Figure 1. The clock network (run 1).
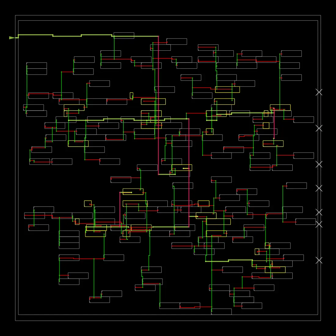
Figure 2. Metal 4 (run 1).
Bar = 50 um.
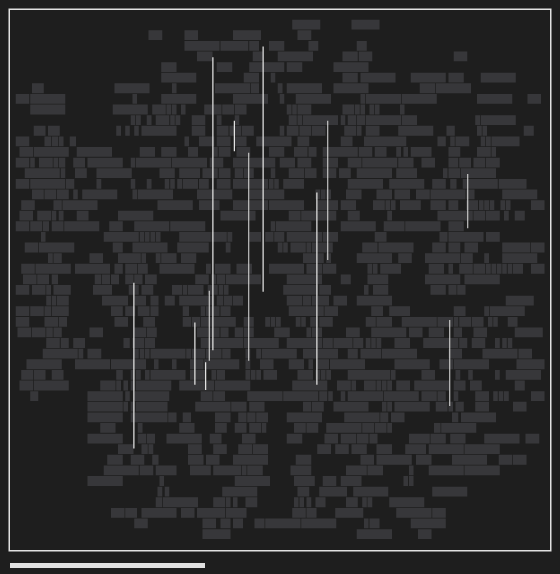
Figure 3. Signal wires by layer (run 1).
Only two layers are drawn.
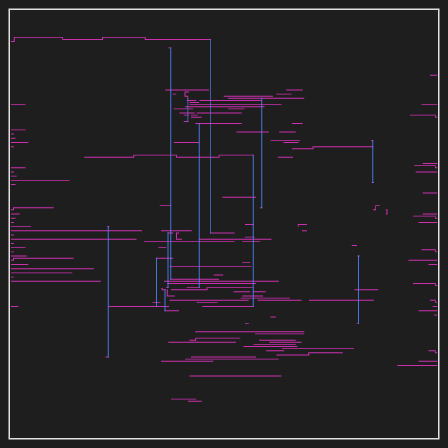
`src/rtl/reg_bank_8x16_wr.sv`:
```
// reg_bank_8x16_wr: 8x16 register bank with decoded write, two combinational read ports and optional write bypass.
module reg_bank_8x16_wr #(
  parameter int WIDTH = 16,
  parameter bit BYPASS = 1'b1
) (
  input  logic             clk,
  input  logic             rst,
  input  logic             wr_en,
  input  logic [2:0]       wr_addr,
  input  logic [WIDTH-1:0] wr_data,
  input  logic [2:0]       rd_addr_a,
  input  logic [2:0]       rd_addr_b,
  output logic [WIDTH-1:0] rd_data_a,
  output logic [WIDTH-1:0] rd_data_b,
  output logic [7:0]       wr_onehot,
  output logic [15:0]      wr_count
);
  logic [WIDTH-1:0] regs [8];
  logic [7:0] dec;
  // gating by wr_en keeps an unknown wr_addr from reaching any enable while idle
  assign dec = wr_en ? 8'(1) << wr_addr : 8'h00;
  always_ff @(posedge clk or posedge rst)
    if (rst) begin
      for (int i = 0; i < 8; i++) regs[i] <= '0;
      wr_onehot <= 8'h00;
      wr_count <= 16'h0000;
    end else begin
      for (int i = 1; i < 8; i++) if (dec[i]) regs[i] <= wr_data;
      wr_onehot <= dec;
      if (wr_en && wr_addr != 3'd0) wr_count <= wr_count + 16'd1;
    end
  assign rd_data_a = rd_addr_a == 3'd0 ? '0 : (BYPASS && dec[rd_addr_a]) ? wr_data : regs[rd_addr_a];
  assign rd_data_b = rd_addr_b == 3'd0 ? '0 : (BYPASS && dec[rd_addr_b]) ? wr_data : regs[rd_addr_b];
endmodule

```
`config.mk`:
```
export PLATFORM = sky130hd
export DESIGN_NAME = reg_bank_8x16_wr
export DESIGN_NICKNAME = d
export VERILOG_FILES = /design/src/rtl/reg_bank_8x16_wr.sv
export SDC_FILE = /design/constraint.sdc
export NUM_CORES = 1
export LEC_CHECK = 0
export CORE_UTILIZATION = 41
export DETAILED_ROUTE_END_ITERATION = 7
export GPL_ROUTABILITY_DRIVEN = 0
export SYNTH_ARGS = -nofsm -noshare
export SYNTH_HDL_FRONTEND = slang
export SYNTH_SLANG_ARGS = --single-unit
```
`constraint.sdc`:
```
create_clock -name clk -period 6.3 [get_ports clk]
set_input_delay 1.26 -clock clk [delete_from_list [all_inputs] [get_ports clk]]
set_output_delay 1.26 -clock clk [all_outputs]
set_load 0.1 [all_outputs]
```
==> flow_summary.rst, run 1 <==
Implementation results
======================

.. list-table::
   :header-rows: 1

   * - Metric
     - Value
   * - Result of the run
     - finished, violations left
   * - Failing checks
     - design-rule violations
   * - Metal2 WL
     - 11.3 mm
   * - Synth Cell Area
     - 7630 um2
   * - Synth warnings
     - 16
   * - Setup repair after global routing missed its margin
     - no
   * - Number of antenna diodes
     - 0
   * - R2r startpoint
     - wr_count[2]$_DFFE_PP0P_
   * - Number of buffer and inverter instances along the worst setup path
     - 4
   * - Post-place setup slack
     - 1180 ps
   * - Relative slew slack
     - 18.7%
   * - HPWL after detailed placement
     - 14.0 mm
   * - Chip Width
     - 138 um
   * - Post-synthesis chip area from yosys
     - 7630 um2
   * - Clock share of power
     - 31.1%
   * - Antenna Nets Post-Route
     - 0
   * - Wirelength, routed
     - 22.9 mm
   * - Dominant flop cell
     - sky130_fd_sc_hd__dfrtp_1
   * - Library cell occupying the most area in the post-synthesis netlist
     - sky130_fd_sc_hd__dfrtp_1
   * - I/O pin count
     - 84
   * - Met1 Wirelength
     - 9.70 mm
   * - Final Hold Violation Tally
     - 0
   * - Cells after Synth
     - 705
   * - Sum of overflow across all layers after global routing
     - 0
   * - Area of all sequential standard cells
     - 3400 um2
   * - Clock root buffer master
     - sky130_fd_sc_hd__clkbuf_16
   * - Worst path most repeated cell
     - sky130_fd_sc_hd__buf_4
   * - Placeable Area
     - 18100 um2
   * - Vertical die dimension
     - 138 um
   * - Cells on worst reg2reg path
     - 4
   * - Switching power
     - 1.29 mW
   * - Fin Clk Skew
     - 2.95 ps
   * - Overall power
     - 3.43 mW
   * - Antenna violations before repair
     - 0
   * - Number of distinct standard cells referenced by the synthesized netlist
     - 55
   * - Max-slew violation count
     - 0
   * - Post-Route Utilization
     - 50.8%
   * - DRC Markers
     - 14
   * - # Cells Yosys
     - 705
   * - Filler instances
     - 1567
   * - Cell Chain, Critical Path
     - clkdlybuf4s50_1 -> buf_4 -> or2_1 -> nor2_2 -> nor2_2 -> buf_4 -> a22o_1 -> buf_4
   * - Area added between synthesis and finish
     - 20.5%
   * - Initial cell density of the core
     - 42.2%
   * - Number of instances in the placed design
     - 972
   * - Minimum clock period
     - 5180 ps
   * - Nets in the synthesized netlist
     - 734
   * - Leading cell type in the layout, fill and taps excluded
     - sky130_fd_sc_hd__nand2_1
   * - Instance area at placement
     - 8570 um2
   * - Std cell rows
     - 49
   * - Area of the multi-input gates
     - 3760 um2
   * - Crit path arrival time
     - 3920 ps
   * - Number of sinks driven by the clock tree
     - 136
   * - CP max-delay cell
     - sky130_fd_sc_hd__clkdlybuf4s50_1
   * - Reg clk slew, reported paths
     - 60 ps
   * - Number of max-cap violations
     - 0
   * - Post-synthesis cell type with the largest instance count
     - sky130_fd_sc_hd__nand2_1
   * - Hold WS
     - 479 ps
   * - First-pass DRT Iterations
     - 8
   * - Switching share of power
     - 37.6%
   * - TritonCTS clock tree
     - built
   * - Count of hold-fix buffers inserted at cts
     - 0
   * - Total combinational power
     - 1.16 mW
   * - Hold Path Sink
     - wr_count[15]$_DFFE_PP0P_
Notes on Figure 1 above:
total clock buffers created by CTS: 17
clk pwr: 1.07 mW
clock tree buffer count of the final layout: 20

Notes on Figure 2 above:
- share of all routed wire: 1.8%
- nets with wire on the layer: 10
- main direction: vertical

Notes on Figure 3 above:
- metal 3: magenta (wire length 1500 um)
- metal 4: blue (wire length 400 um)
per-cell routed wire length: 22.8 um
number of vias in the routed layout: 6075

[run 1: cell type report]
cell class	count	share of cell area, %
Clock buffer	20	4.86
Clock inverter	12	1.89
Inverter	9	0.422
Multi-Input combinational cell	495	40.9
Sequential cell	136	37.0
Tap cell	229	3.12
Timing Repair Buffer	103	11.7
[run 1: kinds of logic after synthesis]
| family | count (synthesis) | synth area share (%) |
|---|---|---|
| buf+inv | 74 | 6.09 |
| mux | 128 | 20.1 |
| flops | 136 | 44.6 |
| simple gates | 233 | 13.7 |
| fa+ha+maj | 1 | 0.164 |
| xor+xnor | 21 | 2.41 |
| compound gates | 112 | 12.8 |
[run 1: flip-flops by register name, indices dropped and copies added, names as in the netlist]
name,flops
regs,112
wr_onehot,8
wr_count,16
Figure 4. The metal 2 layer (run 1).
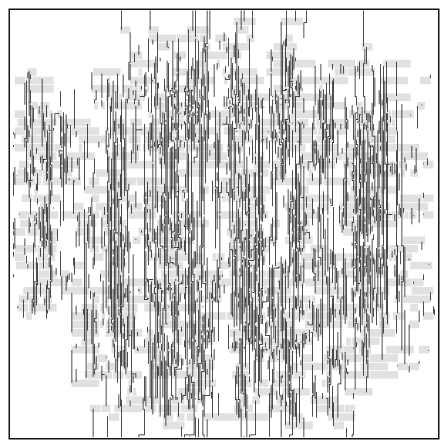

==> run 2: changes to the inputs <==
==> constraint.sdc (replaced) <==
create_clock -name clk -period 4.5 [get_ports clk]
set_input_delay 0.9 -clock clk [delete_from_list [all_inputs] [get_ports clk]]
set_output_delay 0.9 -clock clk [all_outputs]
set_load 0.1 [all_outputs]
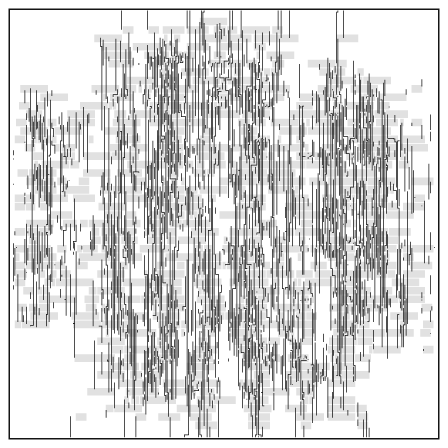
Figure 5: run 2, the metal 2 layer.
- longest straight run: 55.8 um
- nets with wire on the layer: 682

==> run 2 against run 1 <==
Effect of this change: the flow still finishes with violations (design-rule violations); synthesized cell count unchanged; clock power grew about 40%; routed wire length rose by 1.3%; via count increased by 1.4%; count of clock-buffer cells in the layout up 2; sequential power up 39%; critical path depth down 3; first-iteration DRC count is 25% higher; combinational power is about 50% higher; critical endpoint is now rd_data_b[13]; largest cell class unchanged.
==> flow_summary.rst, run 2 <==
Implementation results
======================

.. list-table::
   :header-rows: 1

   * - Metric
     - Value
   * - Top power consumer group
     - combinational cells
   * - Sequential share of cell area
     - 35.6%
   * - Wirelength, routed
     - 23.2 mm
   * - Share of synthesized area spent on multiplexers
     - 20.1%
   * - Area of all sequential standard cells
     - 3400 um2
   * - Fraction of area in clock buffers and inverters
     - 6.63%
   * - Setup repair after global routing missed its margin
     - no
   * - Reg clk slew, reported paths
     - 60 ps
   * - Final Hold Violation Tally
     - 0
   * - Initial cell density of the core
     - 42.2%
   * - I/O pin count
     - 84
   * - CP max-delay cell
     - sky130_fd_sc_hd__clkdlybuf4s50_1
   * - Switching power
     - 1.82 mW
   * - Setup ws final
     - 278 ps
   * - Area of the multi-input gates
     - 3770 um2
   * - Chip Width
     - 138 um
   * - Switching share of power
     - 37.2%
   * - Final non-clock buffer share
     - 15.0%
   * - Synth Cell Area
     - 7630 um2
   * - Vertical die dimension
     - 138 um
   * - Flip-flop count of the largest register, all copies and words added
     - 112
   * - Max-slew violation count
     - 0
   * - Largest reg by FF count
     - regs
   * - Area-dominant cell class after layout
     - logic gates
   * - DRC Markers
     - 14
   * - Fin Clk Skew
     - 5.48 ps
   * - Count of inverters not on the clock network in the layout
     - 9
   * - Std cell rows
     - 49
   * - Filler instances
     - 1518
   * - Worst Tran Pin Value
     - 986 ps
   * - Reg2reg end
     - wr_count[11]$_DFFE_PP0P_
   * - Sum of overflow across all layers after global routing
     - 0
   * - Minimum clock period
     - 4220 ps
   * - Leading cell type in the layout, fill and taps excluded
     - sky130_fd_sc_hd__nand2_1
   * - Synth warnings
     - 16
   * - Clk pwr
     - 1.50 mW
   * - Clock root buffer master
     - sky130_fd_sc_hd__clkbuf_16
   * - Number of max-cap violations
     - 0
   * - Post-synthesis chip area from yosys
     - 7630 um2
   * - Total clock buffers created by CTS
     - 17
   * - Nets in the synthesized netlist
     - 734
   * - Xor/xnor share
     - 2.41%
   * - Post-layout instance count excluding filler cells
     - 1017
   * - Total combinational power
     - 1.74 mW
   * - Seq cells
     - 136
   * - Number of well-tap cells placed
     - 229
   * - HPWL after detailed placement
     - 14.5 mm
   * - Hold Path Sink
     - wr_count[15]$_DFFE_PP0P_
   * - Cells after Synth
     - 705
   * - Antenna violations before repair
     - 0
   * - Final count of negative-setup-slack endpoints
     - 0
   * - Post-cts repair resize count
     - 0
   * - Count of multi-input gates
     - 495
   * - Failing checks
     - design-rule violations
   * - Detailed router's first-iteration violation count
     - 643
   * - R2r startpoint
     - wr_count[2]$_DFFE_PP0P_
   * - Clock tree buffer count of the final layout
     - 22
   * - TritonCTS clock tree
     - built
   * - Post-place setup slack
     - 276 ps
   * - Antenna Nets Post-Route
     - 0
   * - Number of instances in the placed design
     - 985
   * - Number of flip-flops and latches in the synthesized netlist
     - 136
   * - Cells on worst reg2reg path
     - 4
   * - Placeable Area
     - 18100 um2
   * - Relative slew slack
     - 34.1%
   * - P per Cell Area
     - 513 nW/um2
   * - Synth async-reset ratio
     - 100%
   * - Number of antenna diodes
     - 0
   * - First-pass DRT Iterations
     - 7
   * - Instance area at placement
     - 8940 um2
   * - Top-area cell share
     - 44.6%
   * - Part of the total power dissipated in sequential elements
     - 34.1%
   * - Number of vias in the routed layout
     - 6163
   * - Library cell occupying the most area in the post-synthesis netlist
     - sky130_fd_sc_hd__dfrtp_1
   * - Count of hold-fix buffers inserted at cts
     - 0
   * - Achievable Freq
     - 0.237 GHz
   * - Result of the run
     - finished, violations left
   * - Per-cell routed wire length
     - 22.8 um
   * - Number of sinks driven by the clock tree
     - 136
   * - Post-synthesis cell type with the largest instance count
     - sky130_fd_sc_hd__nand2_1
   * - Crit path arrival time
     - 3320 ps
   * - Combinational share of power
     - 35.4%
   * - Die footprint
     - 19100 um2
   * - Multi-input combinational area share
     - 39.4%
   * - Area added between synthesis and finish
     - 25.5%
   * - Synthesized-area fraction occupied by adder cells
     - 0.164%
   * - Dominant flop cell
     - sky130_fd_sc_hd__dfrtp_1
   * - Setup slack of the most critical reg-to-reg path
     - 3030 ps
   * - Number of buffer and inverter instances along the worst setup path
     - 2
   * - Main logic family after synthesis
     - multiplexers
   * - Non-clock buffer total of the final layout
     - 116
   * - Path class of the lowest-slack min-delay path
     - reg -> reg
   * - Post-Route Utilization
     - 52.9%
   * - Number of distinct standard cells referenced by the synthesized netlist
     - 55
   * - Most congested layer reported by global routing
     - met2
   * - Overall power
     - 4.91 mW
   * - # Cells Yosys
     - 705
   * - Largest voltage drop on the vdd net
     - 0.579 mV
   * - Hold WS
     - 479 ps
   * - Launching element type of the critical path
     - input port
   * - Share of synthesized cell area in and-or and or-and compound cells
     - 12.8%
   * - Cell Chain, Critical Path
     - clkdlybuf4s50_1 -> and2_1 -> a221oi_1 -> a32o_1 -> buf_12
   * - Fraction of the mapped netlist area in simple logic gates
     - 13.7%
   * - Largest regs
     - regs: 112 flops, wr_count: 16 flops, wr_onehot: 8 flops
   * - Clock share of power
     - 30.5%
   * - Number of nets in the finished design
     - 804
-- run 2: cell count changes in the layout (fill, tap and decap cells not counted), moves of 2 or more --
| cell | before | now |
|---|---|---|
| sky130_fd_sc_hd__buf_12 | 15 | 36 |
| sky130_fd_sc_hd__buf_4 | 37 | 29 |
| sky130_fd_sc_hd__clkbuf_1 | 2 | 0 |
| sky130_fd_sc_hd__clkbuf_8 | 1 | 5 |
| sky130_fd_sc_hd__clkinv_2 | 4 | 2 |
| sky130_fd_sc_hd__clkinvlp_4 | 1 | 4 |
| sky130_fd_sc_hd__nor3_1 | 5 | 3 |
| sky130_fd_sc_hd__nor3_2 | 1 | 3 |
-- run 2: per-layer routing --
metal | wire [um] | vias up
li1 | - | 2692
met1 | 9780 | 3136
met2 | 11300 | 291
met3 | 1580 | 44
met4 | 571 | 0
met5 | 0 | -
Power and IR drop assume default switching activity.
